File: config.mk
export PLATFORM = sky130hd
export DESIGN_NAME = banco_registradores_placar_flat
export DESIGN_NICKNAME = d
export VERILOG_FILES = /design/src/rtl/pacote_processador.sv /design/src/rtl/banco_registradores_placar_if.sv /design/src/rtl/placar_registradores.sv /design/src/rtl/banco_registradores_placar.sv /design/src/flat_wrapper.sv
export SDC_FILE = /design/constraint.sdc
export NUM_CORES = 2
export LEC_CHECK = 0
export CORE_UTILIZATION = 59
export DETAILED_ROUTE_END_ITERATION = 7
export PLACE_DENSITY = 0.81
export SKIP_CTS_REPAIR_TIMING = 1
export SYNTH_ARGS = -nofsm -noshare
export SYNTH_HDL_FRONTEND = slang
export SYNTH_SLANG_ARGS = --single-unit
File: constraint.sdc
create_clock -name clock -period 8.1 [get_ports clock]
set_input_delay 0.81 -clock clock [delete_from_list [all_inputs] [get_ports clock]]
set_output_delay 0.81 -clock clock [all_outputs]
set_load 0.02 [all_outputs]
File: src/rtl/pacote_processador.sv
// Processor-wide constants shared by the register file and the scoreboard.
package pacote_processador;
   localparam int LARGURA_DADOS     = 32;
   localparam int LARGURA_REG       = 5;
   localparam int NUM_REGS          = 2 ** LARGURA_REG;
   localparam int LARGURA_PENDENTES = 6;
   localparam logic [LARGURA_REG-1:0] REG_ZERO = 5'd0;

   // Register-field bit positions inside a MIPS instruction word.
   localparam int RS_MSB = 25;
   localparam int RS_LSB = 21;
   localparam int RT_MSB = 20;
   localparam int RT_LSB = 16;
   localparam int RD_MSB = 15;
   localparam int RD_LSB = 11;
endpackage

File: src/rtl/banco_registradores_placar_if.sv
// Issue/write-back bus of the register file. Valid/ready semantics: emitir is the
// issue request and parar is its combinational not-ready; an issue completes at a
// rising edge only when emitir=1 and parar=0. escrever is an unconditional strobe.
interface banco_registradores_placar_if #(
   parameter int LARGURA_DADOS     = 32,
   parameter int LARGURA_PENDENTES = 6
);
   logic [4:0]                   reg_s;
   logic [4:0]                   reg_t;
   logic                         usa_s;
   logic                         usa_t;
   logic                         emitir;
   logic [4:0]                   reg_destino_emitir;
   logic                         escreve_destino;
   logic                         escrever;
   logic [4:0]                   reg_destino_escrita;
   logic [LARGURA_DADOS-1:0]     dado_escrita;
   logic [LARGURA_DADOS-1:0]     dado_s;
   logic [LARGURA_DADOS-1:0]     dado_t;
   logic                         parar;
   logic [LARGURA_PENDENTES-1:0] pendentes;

   modport master (
      output reg_s, reg_t, usa_s, usa_t, emitir, reg_destino_emitir, escreve_destino,
             escrever, reg_destino_escrita, dado_escrita,
      input  dado_s, dado_t, parar, pendentes
   );

   modport slave (
      input  reg_s, reg_t, usa_s, usa_t, emitir, reg_destino_emitir, escreve_destino,
             escrever, reg_destino_escrita, dado_escrita,
      output dado_s, dado_t, parar, pendentes
   );
endinterface

File: src/rtl/placar_registradores.sv
// Busy scoreboard: one busy bit per register, outstanding-write counter and the
// issue stall decision.
module placar_registradores
   import pacote_processador::*;
#(
   parameter int LARGURA_PEND = 6
) (
   input  logic                    clock,
   input  logic                    reset,
   input  logic [LARGURA_REG-1:0]  reg_s,
   input  logic [LARGURA_REG-1:0]  reg_t,
   input  logic                    usa_s,
   input  logic                    usa_t,
   input  logic                    emitir,
   input  logic [LARGURA_REG-1:0]  reg_destino_emitir,
   input  logic                    escreve_destino,
   input  logic                    escrever,
   input  logic [LARGURA_REG-1:0]  reg_destino_escrita,
   output logic                    parar,
   output logic [LARGURA_PEND-1:0] pendentes
);
   logic [NUM_REGS-1:0]     ocupado;
   logic [NUM_REGS-1:0]     ocupado_prox;
   logic [LARGURA_PEND-1:0] pendentes_prox;
   logic raw_s, raw_t, waw, define, incrementa, decrementa;

   always_comb begin
      // A register being written back this cycle no longer blocks the issue.
      raw_s = usa_s && ocupado[reg_s] &&
              !(escrever && reg_destino_escrita == reg_s);
      raw_t = usa_t && ocupado[reg_t] &&
              !(escrever && reg_destino_escrita == reg_t);
      waw   = escreve_destino && ocupado[reg_destino_emitir] &&
              !(escrever && reg_destino_escrita == reg_destino_emitir);
      parar = !reset && emitir && (raw_s || raw_t || waw);

      define = emitir && escreve_destino && !parar && (reg_destino_emitir != REG_ZERO);

      // Same-register set and clear: the bit stays set and the count is unchanged.
      incrementa = define && !ocupado[reg_destino_emitir];
      decrementa = escrever && ocupado[reg_destino_escrita] &&
                   !(define && reg_destino_emitir == reg_destino_escrita);

      ocupado_prox = ocupado;
      if (escrever) ocupado_prox[reg_destino_escrita] = 1'b0;
      if (define)   ocupado_prox[reg_destino_emitir]  = 1'b1;
      ocupado_prox[0] = 1'b0;

      pendentes_prox = pendentes;
      if (incrementa && !decrementa)      pendentes_prox = pendentes + LARGURA_PEND'(1);
      else if (decrementa && !incrementa) pendentes_prox = pendentes - LARGURA_PEND'(1);
   end

   always_ff @(posedge clock) begin
      if (reset) begin
         ocupado   <= '0;
         pendentes <= '0;
      end else begin
         ocupado   <= ocupado_prox;
         pendentes <= pendentes_prox;
      end
   end
endmodule

File: src/rtl/banco_registradores_placar.sv
// 32 x 32-bit MIPS register file with write-back bypass on both read ports and a
// busy scoreboard that stalls issue on pending sources or destination.
module banco_registradores_placar
   import pacote_processador::*;
#(
   parameter int LARGURA_DADOS     = pacote_processador::LARGURA_DADOS,
   parameter int NUM_REGS          = pacote_processador::NUM_REGS,
   parameter int LARGURA_PENDENTES = pacote_processador::LARGURA_PENDENTES
) (
   input logic                         clock,
   input logic                         reset,
   banco_registradores_placar_if.slave barramento
);
   logic [LARGURA_DADOS-1:0] registradores [NUM_REGS];

   always_ff @(posedge clock) begin
      if (reset) begin
         for (int i = 0; i < NUM_REGS; i++) registradores[i] <= '0;
      end else if (barramento.escrever && barramento.reg_destino_escrita != REG_ZERO) begin
         registradores[barramento.reg_destino_escrita] <= barramento.dado_escrita;
      end
   end

   // Register 0 is never written, so its stored value is always zero.
   always_comb begin
      barramento.dado_s = registradores[barramento.reg_s];
      barramento.dado_t = registradores[barramento.reg_t];
      if (barramento.escrever && barramento.reg_destino_escrita != REG_ZERO) begin
         if (barramento.reg_destino_escrita == barramento.reg_s)
            barramento.dado_s = barramento.dado_escrita;
         if (barramento.reg_destino_escrita == barramento.reg_t)
            barramento.dado_t = barramento.dado_escrita;
      end
   end

   placar_registradores #(
      .LARGURA_PEND (LARGURA_PENDENTES)
   ) u_placar (
      .clock               (clock),
      .reset               (reset),
      .reg_s               (barramento.reg_s),
      .reg_t               (barramento.reg_t),
      .usa_s               (barramento.usa_s),
      .usa_t               (barramento.usa_t),
      .emitir              (barramento.emitir),
      .reg_destino_emitir  (barramento.reg_destino_emitir),
      .escreve_destino     (barramento.escreve_destino),
      .escrever            (barramento.escrever),
      .reg_destino_escrita (barramento.reg_destino_escrita),
      .parar               (barramento.parar),
      .pendentes           (barramento.pendentes)
   );
endmodule

File: src/flat_wrapper.sv
// flat-port wrapper written by rule: the top's interface ports become plain ports
module banco_registradores_placar_flat import pacote_processador::*;
#(
   parameter int LARGURA_DADOS     = pacote_processador::LARGURA_DADOS,
   parameter int NUM_REGS          = pacote_processador::NUM_REGS,
   parameter int LARGURA_PENDENTES = pacote_processador::LARGURA_PENDENTES
)
  (clock, reset, barramento_reg_s, barramento_reg_t, barramento_usa_s, barramento_usa_t, barramento_emitir, barramento_reg_destino_emitir, barramento_escreve_destino, barramento_escrever, barramento_reg_destino_escrita, barramento_dado_escrita, barramento_dado_s, barramento_dado_t, barramento_parar, barramento_pendentes);
  banco_registradores_placar_if #(.LARGURA_DADOS(LARGURA_DADOS), .LARGURA_PENDENTES(LARGURA_PENDENTES)) barramento_i ();
  input logic clock;
  input logic reset;
  input wire logic [$bits(barramento_i.reg_s)-1:0] barramento_reg_s;
  input wire logic [$bits(barramento_i.reg_t)-1:0] barramento_reg_t;
  input wire logic [$bits(barramento_i.usa_s)-1:0] barramento_usa_s;
  input wire logic [$bits(barramento_i.usa_t)-1:0] barramento_usa_t;
  input wire logic [$bits(barramento_i.emitir)-1:0] barramento_emitir;
  input wire logic [$bits(barramento_i.reg_destino_emitir)-1:0] barramento_reg_destino_emitir;
  input wire logic [$bits(barramento_i.escreve_destino)-1:0] barramento_escreve_destino;
  input wire logic [$bits(barramento_i.escrever)-1:0] barramento_escrever;
  input wire logic [$bits(barramento_i.reg_destino_escrita)-1:0] barramento_reg_destino_escrita;
  input wire logic [$bits(barramento_i.dado_escrita)-1:0] barramento_dado_escrita;
  output wire logic [$bits(barramento_i.dado_s)-1:0] barramento_dado_s;
  output wire logic [$bits(barramento_i.dado_t)-1:0] barramento_dado_t;
  output wire logic [$bits(barramento_i.parar)-1:0] barramento_parar;
  output wire logic [$bits(barramento_i.pendentes)-1:0] barramento_pendentes;
  assign barramento_i.reg_s = barramento_reg_s;
  assign barramento_i.reg_t = barramento_reg_t;
  assign barramento_i.usa_s = barramento_usa_s;
  assign barramento_i.usa_t = barramento_usa_t;
  assign barramento_i.emitir = barramento_emitir;
  assign barramento_i.reg_destino_emitir = barramento_reg_destino_emitir;
  assign barramento_i.escreve_destino = barramento_escreve_destino;
  assign barramento_i.escrever = barramento_escrever;
  assign barramento_i.reg_destino_escrita = barramento_reg_destino_escrita;
  assign barramento_i.dado_escrita = barramento_dado_escrita;
  assign barramento_dado_s = barramento_i.dado_s;
  assign barramento_dado_t = barramento_i.dado_t;
  assign barramento_parar = barramento_i.parar;
  assign barramento_pendentes = barramento_i.pendentes;
  banco_registradores_placar #(.LARGURA_DADOS(LARGURA_DADOS), .NUM_REGS(NUM_REGS), .LARGURA_PENDENTES(LARGURA_PENDENTES)) u_core (.clock(clock), .reset(reset), .barramento(barramento_i));
endmodule
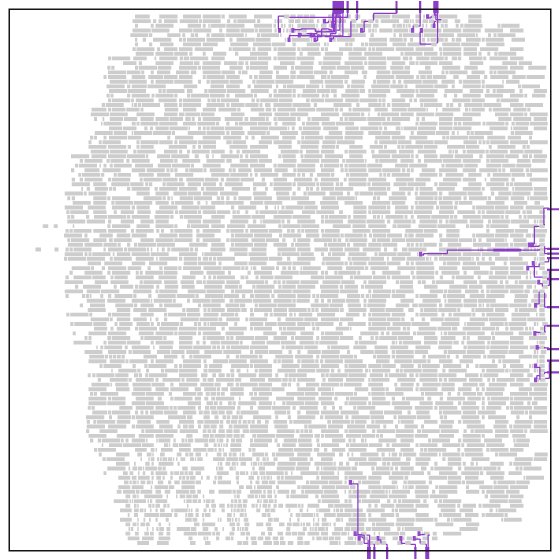
Figure 1: I/O nets highlighted.
| colour | port | bits | direction | edge | end cells | buffers | wire |
|---|---|---|---|---|---|---|---|
| purple | `barramento_dado_t` | 32 | output | 14 north, 11 east, 7 south | 32 | 32 | 696 um |
IO buf count: 129
io pins: 130

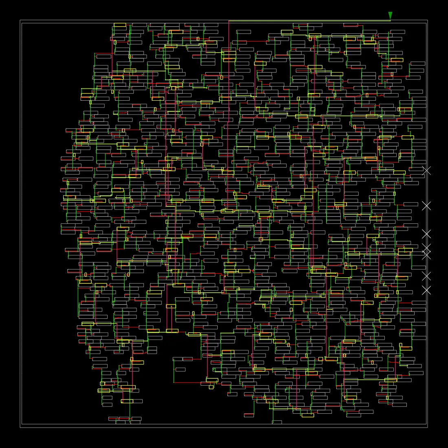
Figure 2: clock routing.
clock-net power: 4.75 mW
Inserted Clock Buffers: 106
clock buffers: 133
Latency at later pin: 680 ps

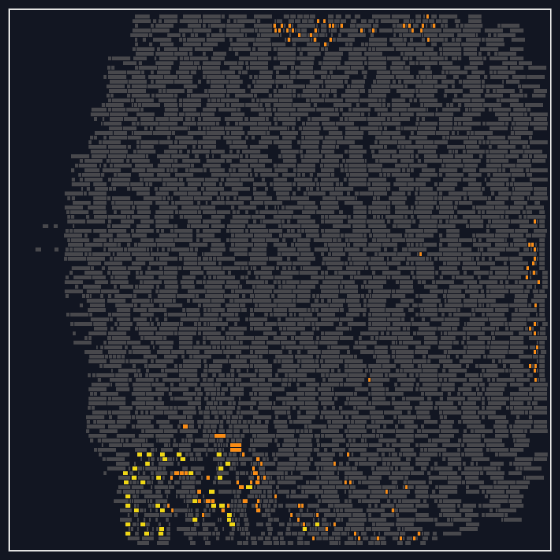
Figure 3: logic cells by family.
| colour | family | cells | where |
|---|---|---|---|
| yellow | AND-OR and OR-AND gates | 40 | south-west |
| orange | inverting AOI/OAI gates | 107 | all over the die |
multi-input logic portion of the cell area: 39.5%
fin cells: 5025
most frequent logic cell in the layout: edfxtp_1

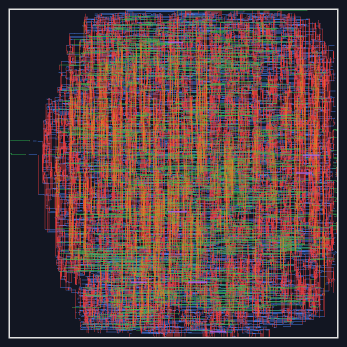
Figure 4: signal wires by layer.
| colour | layer | wire length |
|---|---|---|
| blue | met1 | 57.8 mm |
| red | met2 | 84.3 mm |
| orange | met4 | 12300 um |
| green | met3 | 27.4 mm |
| purple | met5 | 102 um |
WL per Instance: 36.2 um
global router's overall resource usage: 37.0%
vias after detailed routing: 37100
total length of routed wires: 182000 um

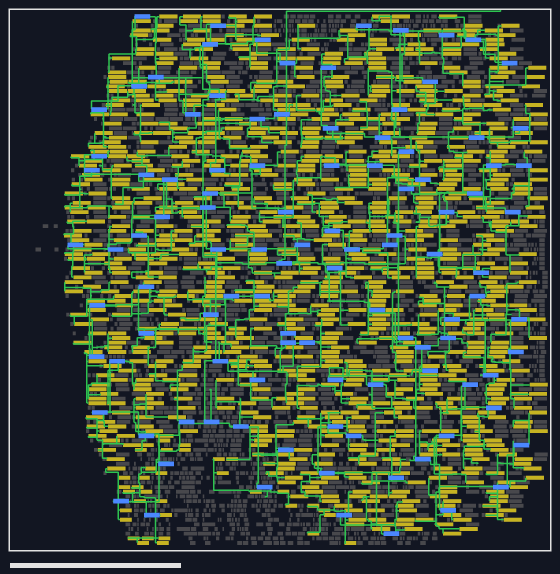
Figure 5: routed clock nets over the placement.
The bar under the picture is 100 um long.
[blue] cells driving clock nets | count: 106
[green] clock wires | length: 12100 um
[yellow] flip-flops | count: 1061
flops lie: all over the die
routed clock nets: 107
final worst clock skew: 10.2 ps
clock share of power: 36.4%

-- placed cells by master (no fill, tap or decap), types with 5 or more instances in the layout --
| cell | Yosys | routed |
|---|---|---|
| inv_6 | 0 | 7 |
| buf_12 | 0 | 5 |
| nor2_1 | 88 | 55 |
| xnor2_1 | 7 | 7 |
| nor2_4 | 0 | 33 |
| clkdlybuf4s50_1 | 0 | 120 |
| inv_1 | 17 | 16 |
| and2_1 | 992 | 992 |
| xor2_1 | 13 | 13 |
| buf_4 | 6 | 86 |
| nor3_1 | 18 | 18 |
| bufinv_16 | 0 | 7 |
| clkinv_2 | 0 | 15 |
| nand2_1 | 85 | 85 |
| mux2i_1 | 92 | 92 |
| conb_1 | 1 | 32 |
| nor2b_1 | 17 | 17 |
| ha_1 | 6 | 6 |
| mux4_2 | 655 | 655 |
| clkinv_1 | 0 | 27 |
| nor3b_1 | 25 | 25 |
| nand3_1 | 18 | 18 |
| clkbuf_1 | 274 | 27 |
| a21oi_1 | 15 | 15 |
| nand4_1 | 10 | 10 |
| dfxtp_1 | 37 | 37 |
| or2_2 | 29 | 29 |
| o21ai_0 | 69 | 69 |
| a31o_2 | 28 | 28 |
| clkbuf_16 | 0 | 106 |
| nand3b_1 | 5 | 5 |
| edfxtp_1 | 1024 | 1024 |
-- worst max-delay path by stage --
| stage | to | slack, ps |
|---|---|---|
| floorplan | u_core.u_placar.pendentes[5] | 3780 |
| global placement | barramento_dado_s[3] | 2420 |
| detailed placement | barramento_dado_s[3] | 2360 |
| CTS | barramento_dado_s[3] | 2350 |
| global route | barramento_dado_t[28] | 2140 |
| finish | barramento_dado_s[3] | 2270 |
-- power breakdown --
| part | leakage, nW | switching [mW] | total (mW) | internal (mW) |
|---|---|---|---|---|
| logic | 9.68 | 0.992 | 1.81 | 0.820 |
| registers | 10.1 | 0.158 | 6.47 | 6.31 |
| clock network | 1.58 | 2.12 | 4.75 | 2.62 |
| total | 21.3 | 3.27 | 13.0 | 9.76 |
-- worst max-delay path, cell delays in order --
cell,delay (ps)
clkdlybuf4s50_1,770
or3_1,670
nor3_1,260
nor2_4,930
buf_4,430
nand2_1,90
o21ai_0,290
clkdlybuf4s50_1,720
-- metrics by stage --
step	setup slack (ps)	hold WS, ps
floorplan	3780	475
finish	2270	511
CTS	2350	510
detailed placement	2360	500
global route	2140	524
global placement	2420	503
-- cells by family (layout without fill, tap and decap cells) --
kind of cell               count (synthesis)  in the layout  synth area share [%]
and+or+nand+nor                         1302           1302                  13.3
DFF                                     1061           1061                  54.4
muxes                                    751            751                  27.2
buffers and inverters                    414            425                  3.03
AOI/OAI and AO/OA                        147            147                  1.61
xor gates and xnor gates                  20             20                 0.303
adders and majority gates                  7              7                 0.164
other                                      1             36               0.00648
-- cell type report --
cell class | instances | area, um2
fill | 6397 | 33500
antenna | 4 | 10.0
inverter | 18 | 72.6
clock inverter | 58 | 483
sequential | 1061 | 31500
clock buffer | 133 | 2750
multi-input combinational | 2259 | 25000
tap | 1276 | 1600
timing repair buffer | 216 | 2020
-- per-layer routing --
layer	track usage, %	part of all wire (%)	vias to the layer above
met5	0	0.056	-
met4	21.6	6.8	14
met3	9.82	15	755
met2	56.8	46	3543
met1	48.0	32	18600
li1	-	-	14200
==> out/notes.md <==
The max-capacitance violation count was 0. STA reports a reg2reg setup slack of 3830 ps. The largest registers in the layout are u_core.registradores x1024, u_core.u_placar.ocupado x31, u_core.u_placar.pendentes x6. Summed over all instances, the cell type with the most area after synthesis is edfxtp_1.

Routability-driven placement finished with a final weighted congestion of 0.937. The relative slew slack is 11.7%, and the final global-route overflow total is 0. The tools report the end-of-flow core utilization as 65.4%.

Of the post-synthesis cell area, the dominant cell type holds 53.1%. From the final report, the count of setup violators was given as 0. Power spread over the standard cell area amounts to 205 mW/mm2. The script extracted a total leakage power of 21.3 nW.

From bottom edge to top edge, the die measures 315 um. Total design power: 13.0 mW. The total area inside the core boundary comes to 0.0970 mm2. With the site row count at 114, the unique cell type count in the Yosys netlist is 54. Critical register-to-register path startpoint: u_core.u_placar.ocupado[18]. After routing the design area is 0.0635 mm2.

With the arrival time reported for the critical path endpoint at 5020 ps, the instance count along the most critical hold path is 2. The number of antenna violations at the first check in global routing was 16; the final tally of hold violations was 0. For hold timing, the worst endpoint is u_core.u_placar.pendentes[5]. Sorting the synthesized cells by area gives the leading types as edfxtp_1 (53%), mux4_2 (25%), and2_1 (11%). The count of pins over their slew limit was 0. For this run, the detailed router reports a per-instance via density of 7.39.

In this run, the number of DRC markers left after iteration 0 of detailed routing was 6527. The first TritonRoute pass finished after 8 iterations. Of the synthesized area, sequential elements account for 54.4%.

Dividing the synthesized area by the synthesized cell count gives 15.6 um2. Maximum vdd drop: 0.164 mV. Post-synth the commonest register cell is edfxtp_1. Register bank with the most flops: u_core.registradores. The critical path starts at barramento_reg_destino_escrita[2].

STA reports the tightest min-delay check as being of type flip-flop to flip-flop. The slew of the pin with the lowest slew margin came out at 1320 ps. Yosys printed 0 warnings.

The die covers 0.0994 mm2. The floorplan step records an initial core utilization of 59.7%. For the worst reg-to-reg path, the endpoint reported by OpenROAD is u_core.u_placar.pendentes[5]. The run gives 60 ps for the clock-pin slew on the worst setup and hold paths. Path type of the worst setup path: input port to output port. The area growth from synthesis to final layout was 9.64%. The cell with the most instances after synthesis was edfxtp_1.

The register with the most flip-flops in the layout has 1024 of them. Setup repair after global routing left no endpoint under its margin. According to the floorplan report, the die width is 315 um.

The tool warning count is 34. Worst min-delay path startpoint: u_core.u_placar.pendentes[5]. Flip-flop and latch count after synthesis: 1061.

The count of H-tree levels built during CTS came out at 3. The worst setup path is launched from an input port. STA classifies the critical path endpoint as an output port. The run gives 7290 ps as the required time of the critical path. The residual DRC count was 14; the antenna violation net count after detailed routing was 0. The first global-routing pass estimated 258000 um of wire.

Detailed placement finished with a half-perimeter wire length of 98300 um. The flow ran to the end, but the final reports show violations. In this run the worst path has a maximum fanout of 44. The number of placed instances, taps included came out at 4830. The tools report the clock root buffer as clkbuf_16. With the share of flip-flops with an asynchronous set or reset at 0%, the final-stage net count is 3728. With the fmax at 171 MHz, the placement-stage cell area is 0.0602 mm2. The largest net degree at the start of global routing came out at 149. The synthesis area per yosys was 0.0579 mm2; the count of library flops with an enable pin was 1024. The clock passes through at most 3 buffers.

The checks that failed: DRC. Counting cells, the worst reg-to-reg path comes to 16. The number of standard cells reported by yosys was 3703; the number of global-route vias before repair was 36600. The logs give 3703 for the cell count after synthesis and 1061 for the clock sink total. Setup total negative slack on the finished layout was measured at 0 ps.
Power figures rest on the tool's default switching activity, not on a simulated workload.
